===== config.mk =====
export PLATFORM = sky130hd
export DESIGN_NAME = rst_stretch_sync_flat
export DESIGN_NICKNAME = d
export VERILOG_FILES = /design/src/rtl/rst_stretch_sync_if.sv /design/src/rtl/rst_stretch_sync.sv /design/src/flat_wrapper.sv
export SDC_FILE = /design/constraint.sdc
export NUM_CORES = 1
export LEC_CHECK = 0
export ABC_AREA = 1
export CORE_UTILIZATION = 40
export CTS_BUF_LIST = sky130_fd_sc_hd__clkbuf_16
export DETAILED_ROUTE_END_ITERATION = 10
export SETUP_SLACK_MARGIN = 0.4
export SLEW_MARGIN = 40
export SYNTH_ARGS = -nofsm -noshare
export SYNTH_HDL_FRONTEND = slang
export SYNTH_SLANG_ARGS = --single-unit

===== constraint.sdc =====
create_clock -name clk -period 1.2 [get_ports clk]
set_input_delay 0.24 -clock clk [delete_from_list [all_inputs] [get_ports clk]]
set_output_delay 0.24 -clock clk [all_outputs]
set_load 0.02 [all_outputs]

===== src/rtl/rst_stretch_sync_if.sv =====
// Request/status bundle for rst_stretch_sync: reset requests in, conditioned reset and status out.
interface rst_stretch_sync_if;
  logic req_async;
  logic sw_req;
  logic rst_out;
  logic busy;
  logic done;

  modport master (
    output req_async,
    output sw_req,
    input  rst_out,
    input  busy,
    input  done
  );

  modport slave (
    input  req_async,
    input  sw_req,
    output rst_out,
    output busy,
    output done
  );
endinterface


===== src/rtl/rst_stretch_sync.sv =====
// Reset request conditioner: synchronizes req_async, merges sw_req, stretches rst_out to >= STRETCH cycles.
// Optional: define RST_STRETCH_RETRIGGER_EN to let new requests restart the stretch while busy.
module rst_stretch_sync #(
  parameter int SYNC_STAGES = 2,
  parameter int STRETCH     = 16
) (
  input  logic              clk,
  input  logic              rst,
  rst_stretch_sync_if.slave bus
);

  localparam int CW = (STRETCH <= 2) ? 1 : $clog2(STRETCH);
  localparam logic [CW-1:0] CNT_LOAD = CW'(STRETCH - 1);

  typedef enum logic [1:0] {
    S_IDLE,
    S_ASSERT,
    S_HOLD
  } state_t;

  logic [SYNC_STAGES-1:0] r_sync;
  logic                   r_req_s_d;
  state_t                 r_state;
  logic [CW-1:0]          r_cnt;
  logic                   r_rst_out;
  logic                   r_busy;
  logic                   r_done;

  logic                   w_req_s;
  logic                   w_trig;
  state_t                 w_state_next;
  logic [CW-1:0]          w_cnt_next;
  logic                   w_done_next;

  assign w_req_s = r_sync[SYNC_STAGES-1];
  assign w_trig  = (w_req_s & ~r_req_s_d) | bus.sw_req;

  always_comb begin
    w_state_next = r_state;
    w_cnt_next   = r_cnt;
    w_done_next  = 1'b0;
    case (r_state)
      S_IDLE: begin
        if (w_trig) begin
          w_state_next = S_ASSERT;
          w_cnt_next   = CNT_LOAD;
        end
      end
      S_ASSERT: begin
`ifdef RST_STRETCH_RETRIGGER_EN
        if (w_trig) begin
          w_cnt_next = CNT_LOAD;
        end else
`endif
        if (r_cnt != '0) begin
          w_cnt_next = r_cnt - CW'(1);
        end else if (w_req_s) begin
          // Request still asserted at the end of the stretch: keep reset on until it drops.
          w_state_next = S_HOLD;
        end else begin
          w_state_next = S_IDLE;
          w_done_next  = 1'b1;
        end
      end
      S_HOLD: begin
`ifdef RST_STRETCH_RETRIGGER_EN
        if (bus.sw_req) begin
          w_state_next = S_ASSERT;
          w_cnt_next   = CNT_LOAD;
        end else
`endif
        if (!w_req_s) begin
          w_state_next = S_IDLE;
          w_done_next  = 1'b1;
        end
      end
      default: begin
        w_state_next = S_IDLE;
      end
    endcase
  end

  // Outputs are registered from the next state so they change on the same edge as the state.
  always_ff @(posedge clk) begin
    if (rst) begin
      r_sync    <= '0;
      r_req_s_d <= 1'b0;
      r_state   <= S_ASSERT;
      r_cnt     <= CNT_LOAD;
      r_rst_out <= 1'b1;
      r_busy    <= 1'b1;
      r_done    <= 1'b0;
    end else begin
      r_sync    <= {r_sync[SYNC_STAGES-2:0], bus.req_async};
      r_req_s_d <= w_req_s;
      r_state   <= w_state_next;
      r_cnt     <= w_cnt_next;
      r_rst_out <= (w_state_next != S_IDLE);
      r_busy    <= (w_state_next != S_IDLE);
      r_done    <= w_done_next;
    end
  end

  assign bus.rst_out = r_rst_out;
  assign bus.busy    = r_busy;
  assign bus.done    = r_done;

endmodule

===== src/flat_wrapper.sv =====
// flat-port wrapper written by rule: the top's interface ports become plain ports
module rst_stretch_sync_flat 
#(
  parameter int SYNC_STAGES = 2,
  parameter int STRETCH     = 16
)
  (clk, rst, bus_req_async, bus_sw_req, bus_rst_out, bus_busy, bus_done);
  rst_stretch_sync_if bus_i ();
  input  logic clk;
  input  logic rst;
  input wire logic [$bits(bus_i.req_async)-1:0] bus_req_async;
  input wire logic [$bits(bus_i.sw_req)-1:0] bus_sw_req;
  output wire logic [$bits(bus_i.rst_out)-1:0] bus_rst_out;
  output wire logic [$bits(bus_i.busy)-1:0] bus_busy;
  output wire logic [$bits(bus_i.done)-1:0] bus_done;
  assign bus_i.req_async = bus_req_async;
  assign bus_i.sw_req = bus_sw_req;
  assign bus_rst_out = bus_i.rst_out;
  assign bus_busy = bus_i.busy;
  assign bus_done = bus_i.done;
  rst_stretch_sync #(.SYNC_STAGES(SYNC_STAGES), .STRETCH(STRETCH)) u_core (.clk(clk), .rst(rst), .bus(bus_i));
endmodule

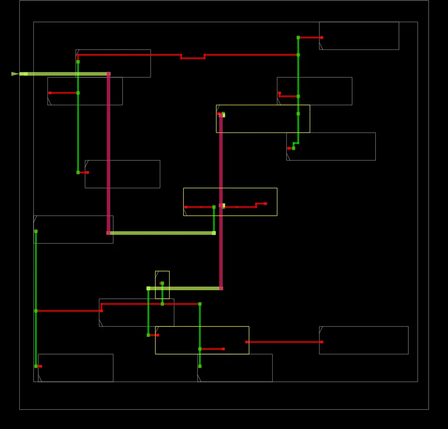
**Above:** run 1 (clock routing).
clk_skew: 0.001523 ns
clk pwr: 599 µW
CTS Buf Count: 3

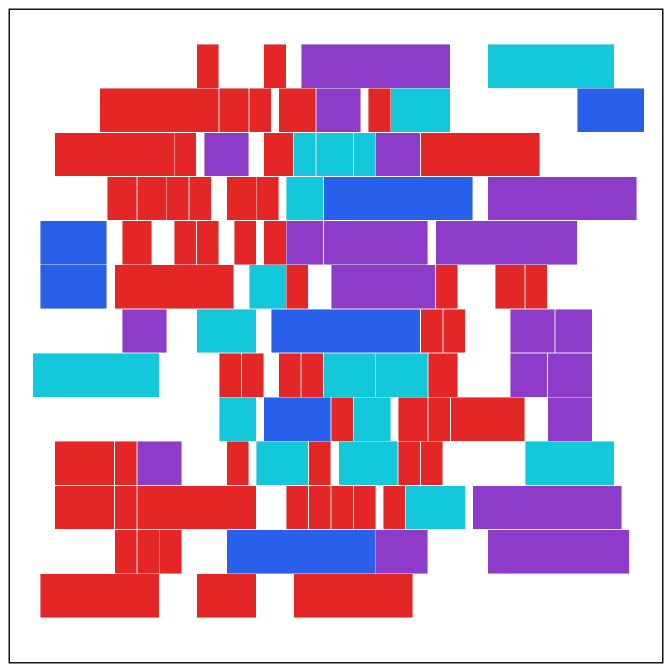
**Above:** run 1 (cell sizes after repair).
- drive 1 or less: red (cells 58; share 57%; most used nand2_1)
- drive 6 and up: blue (cells 7; share 6.9%; most used buf_6)
- drive 2: cyan (cells 17; share 17%; most used nand3_2)
- drive 3 to 4: purple (cells 19; share 19%; most used buf_4)

==> GITHUB_STEP_SUMMARY, run 1 <==
### Yosys + OpenROAD results

| Metric | Value |
|---|---|
| Outcome | `finished, violations left` |
| Failing checks | `setup timing` |
| MaxCap Viol Count | `0` |
| Final Util | `68.95%` |
| Fraction of layout cells with a size suffix above 1 | `42.57%` |
| # nets final | `111` |
| Minimum clock period | `1.201 ns` |
| Core Util at FP | `43.71%` |
| Post-synthesis cell type count | `15` |
| Crit Path Category | `reg -> reg` |
| Sequential area share after synthesis | `37.77%` |
| Slew Limit Headroom | `86.90%` |
| Synth Register Bits | `11` |
| Grt ovf | `0` |
| Mapped Nets | `92` |
| Flop pwr share | `30.6%` |
| Fmax | `832.5 MHz` |
| Clock net sink count | `11` |
| Hold Buf Count CTS | `0` |
| Worst Slack Setup Final | `-0.001199 ns` |
| IO Pins | `7` |
| Clk buf depth | `2` |
| Core Area | `0.001334 mm²` |
| Worst Path Required | `1.33 ns` |
| Gate Count Post-Synth | `83` |
| Ys Warns | `0` |
| CP endpoint kind | `flip-flop` |
| First-pass GRT wire length | `1849 µm` |
| Worst hold path class | `reg -> reg` |
| Maximum vdd drop | `0.0009883 V` |
| Delay-heaviest family, CP | `simple AND/OR/NAND/NOR gates` |
| CTS tree | `built` |
| Final count of negative-setup-slack endpoints | `1` |
| Total Routing Usage GR | `18.43%` |
| Max incr delay on CP | `0.37 ns` |
| Worst slew pin tran | `0.1962 ns` |
| CP max FO | `5` |
| DRT iter0 DRCs | `5` |
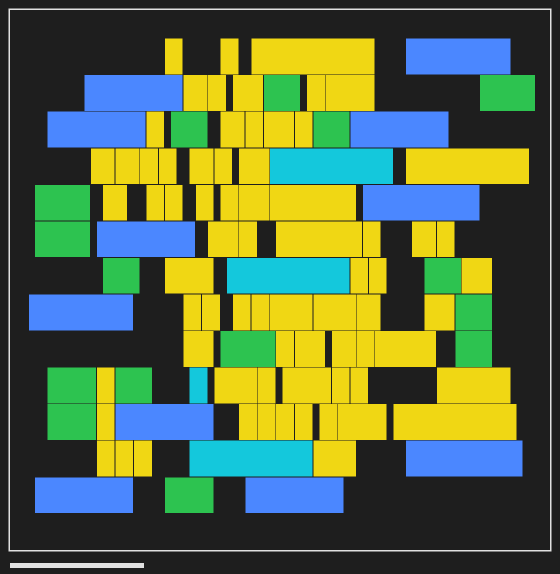
**Above:** run 1 (placed cells, one colour a class).
The bar under the picture is 10 µm long.
- flip-flops: blue (cells 11; share of their area 26%)
- clock drivers and dummy loads: cyan (cells 4; share of their area 8.8%)
- other buffers and delay cells: green (cells 15; share of their area 15%)
- all other logic: yellow (cells 71; share of their area 51%)

==> run 1: worst register-to-register path: stages, from the launching register on <==
cell,delay (ns)
dfxtp_4,0.37
inv_4,0.05
ha_4,0.17
or2_4,0.26
nand3_4,0.09
inv_4,0.05
nand2_1,0.05
nand3_1,0.06
==> run 1: metal layers <==
metal | GRT usage (%) | share of wire [%]
met1 | 23.65 | 51
met2 | 25.40 | 43
met4 | 12.50 | 2.6
met3 | 6.667 | 3.1
met5 | 0 | 0
==> run 1: repair_timing <==
| item | in CTS | in global routing |
|---|---|---|
| pin swaps | 6 | 2 |
| resized | 33 | 7 |
| endpoints found under the setup margin | 11 | 11 |
| buffers inserted | 3 | 0 |
==> run 1: path summary, 6_finish.rpt <==
kind                                                     end                         start  cells after the start
worst min register to register   u_core.r_sync[1]$_SDFF_PP0_   u_core.r_sync[0]$_SDFF_PP0_                      2
worst max-delay path            u_core.r_cnt[1]$_SDFFE_PP1P_  u_core.r_state[0]$_SDFF_PP1_                      7
worst min-delay path             u_core.r_sync[1]$_SDFF_PP0_   u_core.r_sync[0]$_SDFF_PP0_                      2
worst max register to register  u_core.r_cnt[1]$_SDFFE_PP1P_  u_core.r_state[0]$_SDFF_PP1_                      7
==> run 1: cell usage after synthesis <==
cell and instances:
inv_2 1, nand3_2 3, o21ai_0 1, ha_1 5
a21oi_1 3, nor2_1 6, or2_1 1, dfxtp_1 11
inv_1 16, buf_4 1, o21ai_1 1, or2_2 1
nand4_1 1, nand2_1 22, nand3_1 10
==> run 1: final cells by class <==
| type | instances | area (µm²) |
|---|---|---|
| sequential | 11 | 230.2 |
| tap | 15 | 18.77 |
| inverter | 17 | 71.32 |
| multi-input combinational | 54 | 385.4 |
| timing repair buffer | 15 | 135.1 |
| fill | 114 | 414.1 |
| clock buffer | 3 | 75.07 |
| clock inverter | 1 | 3.754 |
==> run 1: sequential cells by signal, indices dropped and copies added (netlist names) <==
name / flops
u_core.r_cnt: 4
u_core.r_state: 2
u_core.r_sync: 2
u_core.bus.done: 1
u_core.bus.rst_out: 1
u_core.r_req_s_d: 1
==> run 1: power groups by stage <==
stage / registers (µW) / clock network (µW) / logic [µW]
after CTS: 495 / 611 / 497
final: 497 / 599 / 526
after global routing: 502 / 631 / 585
after floorplan: 486 / 0 / 305
after detailed placement: 487 / 0 / 421
after global placement: 489 / 0 / 421
==> run 1: kinds of logic after synthesis <==
logic type / after synthesis / share of synthesized area, %
and+or+nand+nor: 44 / 34.98
buffers and inverters: 18 / 12.23
DFF: 11 / 37.77
AOI/OAI and AO/OA: 5 / 4.289
adders and majority gates: 5 / 10.73
==> run 1: through the flow <==
stage / setup slack [ns] / cells / setup TNS [ns] / power (µW)
2_1_floorplan: 0.05160 / 83 / 0 / 791.1
3_5_place_dp: -0.07975 / 109 / -0.4369 / 908.6
6_report: -0.001199 / 116 / -0.001199 / 1622
4_1_cts: -0.02720 / 116 / -0.08391 / 1604
3_3_place_gp: -0.09840 / 109 / -0.4745 / 910.4
5_1_grt: -0.05099 / 116 / -0.2266 / 1718
==> run 2: changes to the inputs <==
- CORE_MARGIN: not set -> 5
==> run 2 against run 1 <==
The flow still finishes with violations (setup timing); via count shrank 1.3%; worst hold slack is essentially flat; non-clock buffer count grew 2; synthesized area is the same; first-iteration DRC count grew 120%; clock-buffer cell count is the same.
==> GITHUB_STEP_SUMMARY, run 2 <==
### Yosys + OpenROAD results

| Metric | Value |
|---|---|
| Slew Limit Headroom | `86.42% (was 86.90%)` |
| Worst slew pin tran | `0.2034 ns (was 0.1962 ns)` |
| Hold path cells | `2 (unchanged)` |
| Main flop type after synthesis | `dfxtp_1 (unchanged)` |
| CP endpoint kind | `flip-flop (unchanged)` |
| MaxCap Viol Count | `0 (unchanged)` |
| IO Pins | `7 (unchanged)` |
| Outcome | `finished, violations left (unchanged)` |
| Worst Slack Setup Final | `-0.02831 ns (was -0.001199 ns)` |
| GRT Max-Usage Layer | `met2 (unchanged)` |
| Overall Power | `1630 µW (was 1622 µW)` |
| Placed Cells | `110 (was 109)` |
| Count of flip-flops with a built-in enable after synthesis | `0 (unchanged)` |
| Met3 usage | `3.321% (was 6.667%)` |
| Minimum clock period | `1.228 ns (was 1.201 ns)` |
| Final count of negative-setup-slack endpoints | `4 (was 1)` |
| Failing checks | `setup timing (unchanged)` |
| Clk_skew | `0.001444 ns (was 0.001523 ns)` |
| CTS tree | `built (unchanged)` |
| Gate Count Post-Synth | `83 (unchanged)` |
| CP max FO | `5 (unchanged)` |
| Post-synthesis cell type count | `15 (unchanged)` |
==> run 2: cell counts after synthesis <==
No cell type changed its count.
==> run 2: power breakdown <==
group          switching, µW  internal [µW]
registers               61.0            436
logic                    278            256
clock network            162            437
total                    501           1130
==> run 2: metal layers <==
metal  wire length [µm]  up-vias
met5                  0        -
met4                 17        0
met3                 44        4
met2                573       10
met1                648      227
li1                   -      293
==> run 2: area by class of cell <==
class / count / area (µm²)
well taps: 15 / 18.77
repair buffers: 17 / 153.9
inverters: 17 / 71.32
clock inverters: 1 / 3.754
clock buffers: 3 / 75.07
fillers: 111 / 381.6
multi-input cells: 54 / 399.1
flip-flops and latches: 11 / 230.2
==> run 2: cell families after synthesis <==
| family | share of synthesized area, % |
|---|---|
| adders and majority gates | 10.73 |
| AOI/OAI and AO/OA | 4.289 |
| buffers and inverters | 12.23 |
| DFF | 37.77 |
| and+or+nand+nor | 34.98 |
==> run 2: worst max-delay path: stages, from the launching register on <==
cell and delay, ns:
dfxtp_4 0.37, inv_4 0.05, ha_4 0.17, or2_4 0.25
nand3_4 0.10, inv_4 0.06, nand2_1 0.05, nand3_1 0.06
==> run 2: what timing repair did <==
item                       4_1_cts  5_1_grt
setup endpoints to repair       11       11
pin swaps                        6        6
resized                         33       11
buffers inserted                 2        2
hold endpoints to repair         0        0
==> run 2: metrics by stage <==
stage               utilization, %  setup TNS [ns]  cell area [µm²]  hold WS (ns)
floorplan                        -               0            621.8        0.3050
global placement             55.91         -0.4375            745.7        0.3890
detailed placement           55.91         -0.5415            745.7        0.3962
CTS                          67.26         -0.1187            897.1        0.4021
global route                 71.39         -0.3580            952.2        0.4258
finish                       71.39        -0.08879            952.2        0.3998
==> run 2: path summary, 6_finish.rpt <==
check                                    start                           end  slack (ns)
setup reg to reg  u_core.r_state[0]$_SDFF_PP1_  u_core.r_cnt[1]$_SDFFE_PP1P_       -0.03
setup / recovery  u_core.r_state[0]$_SDFF_PP1_  u_core.r_cnt[1]$_SDFFE_PP1P_       -0.03
hold / removal     u_core.r_sync[0]$_SDFF_PP0_   u_core.r_sync[1]$_SDFF_PP0_        0.40
hold reg to reg    u_core.r_sync[0]$_SDFF_PP0_   u_core.r_sync[1]$_SDFF_PP0_        0.40
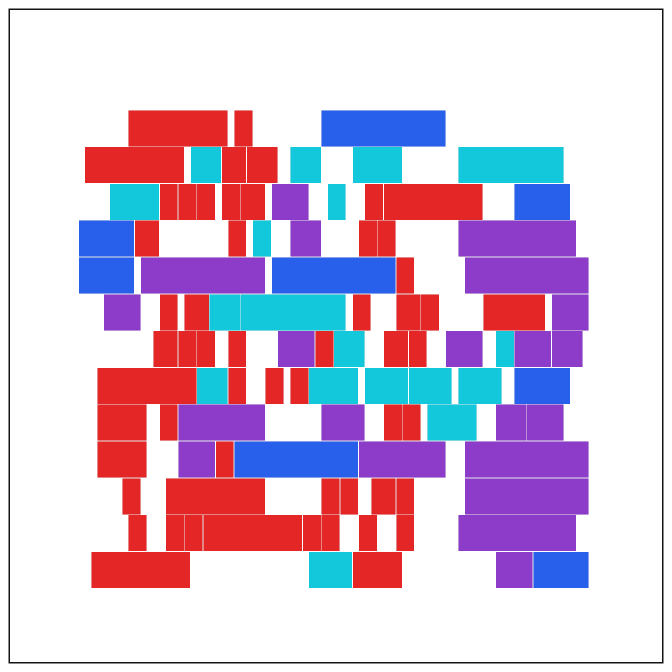
**Above:** run 2 (cell sizes after repair).
- drive 3 to 4: purple (cells 21; share 20%; most used buf_4)
- drive 6 and up: blue (cells 8; share 7.8%; most used buf_6)
- drive 2: cyan (cells 18; share 17%; most used nand3_2)
- drive 1 or less: red (cells 56; share 54%; most used nand2_1)

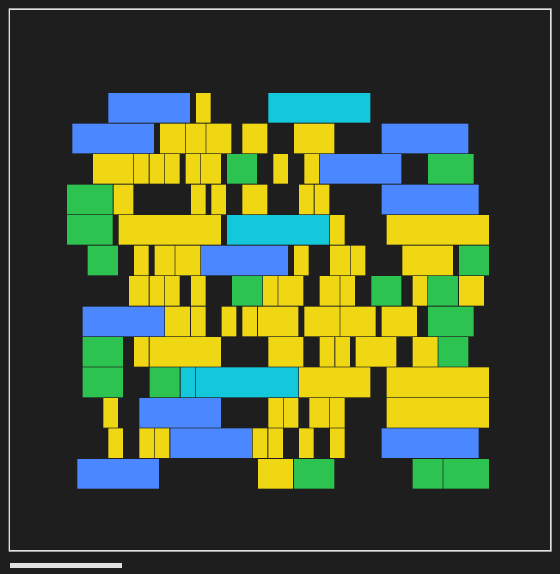
**Above:** run 2 (placed cells, one colour a class).
The bar under the picture is 10 µm long.
Core Area: 0.001334 mm²
fin area: 952.2 µm²
row cnt: 13
Final Util: 71.39%
flop share of the area: 24.18%

No activity file was given, so power comes from the tool's default toggle rates.
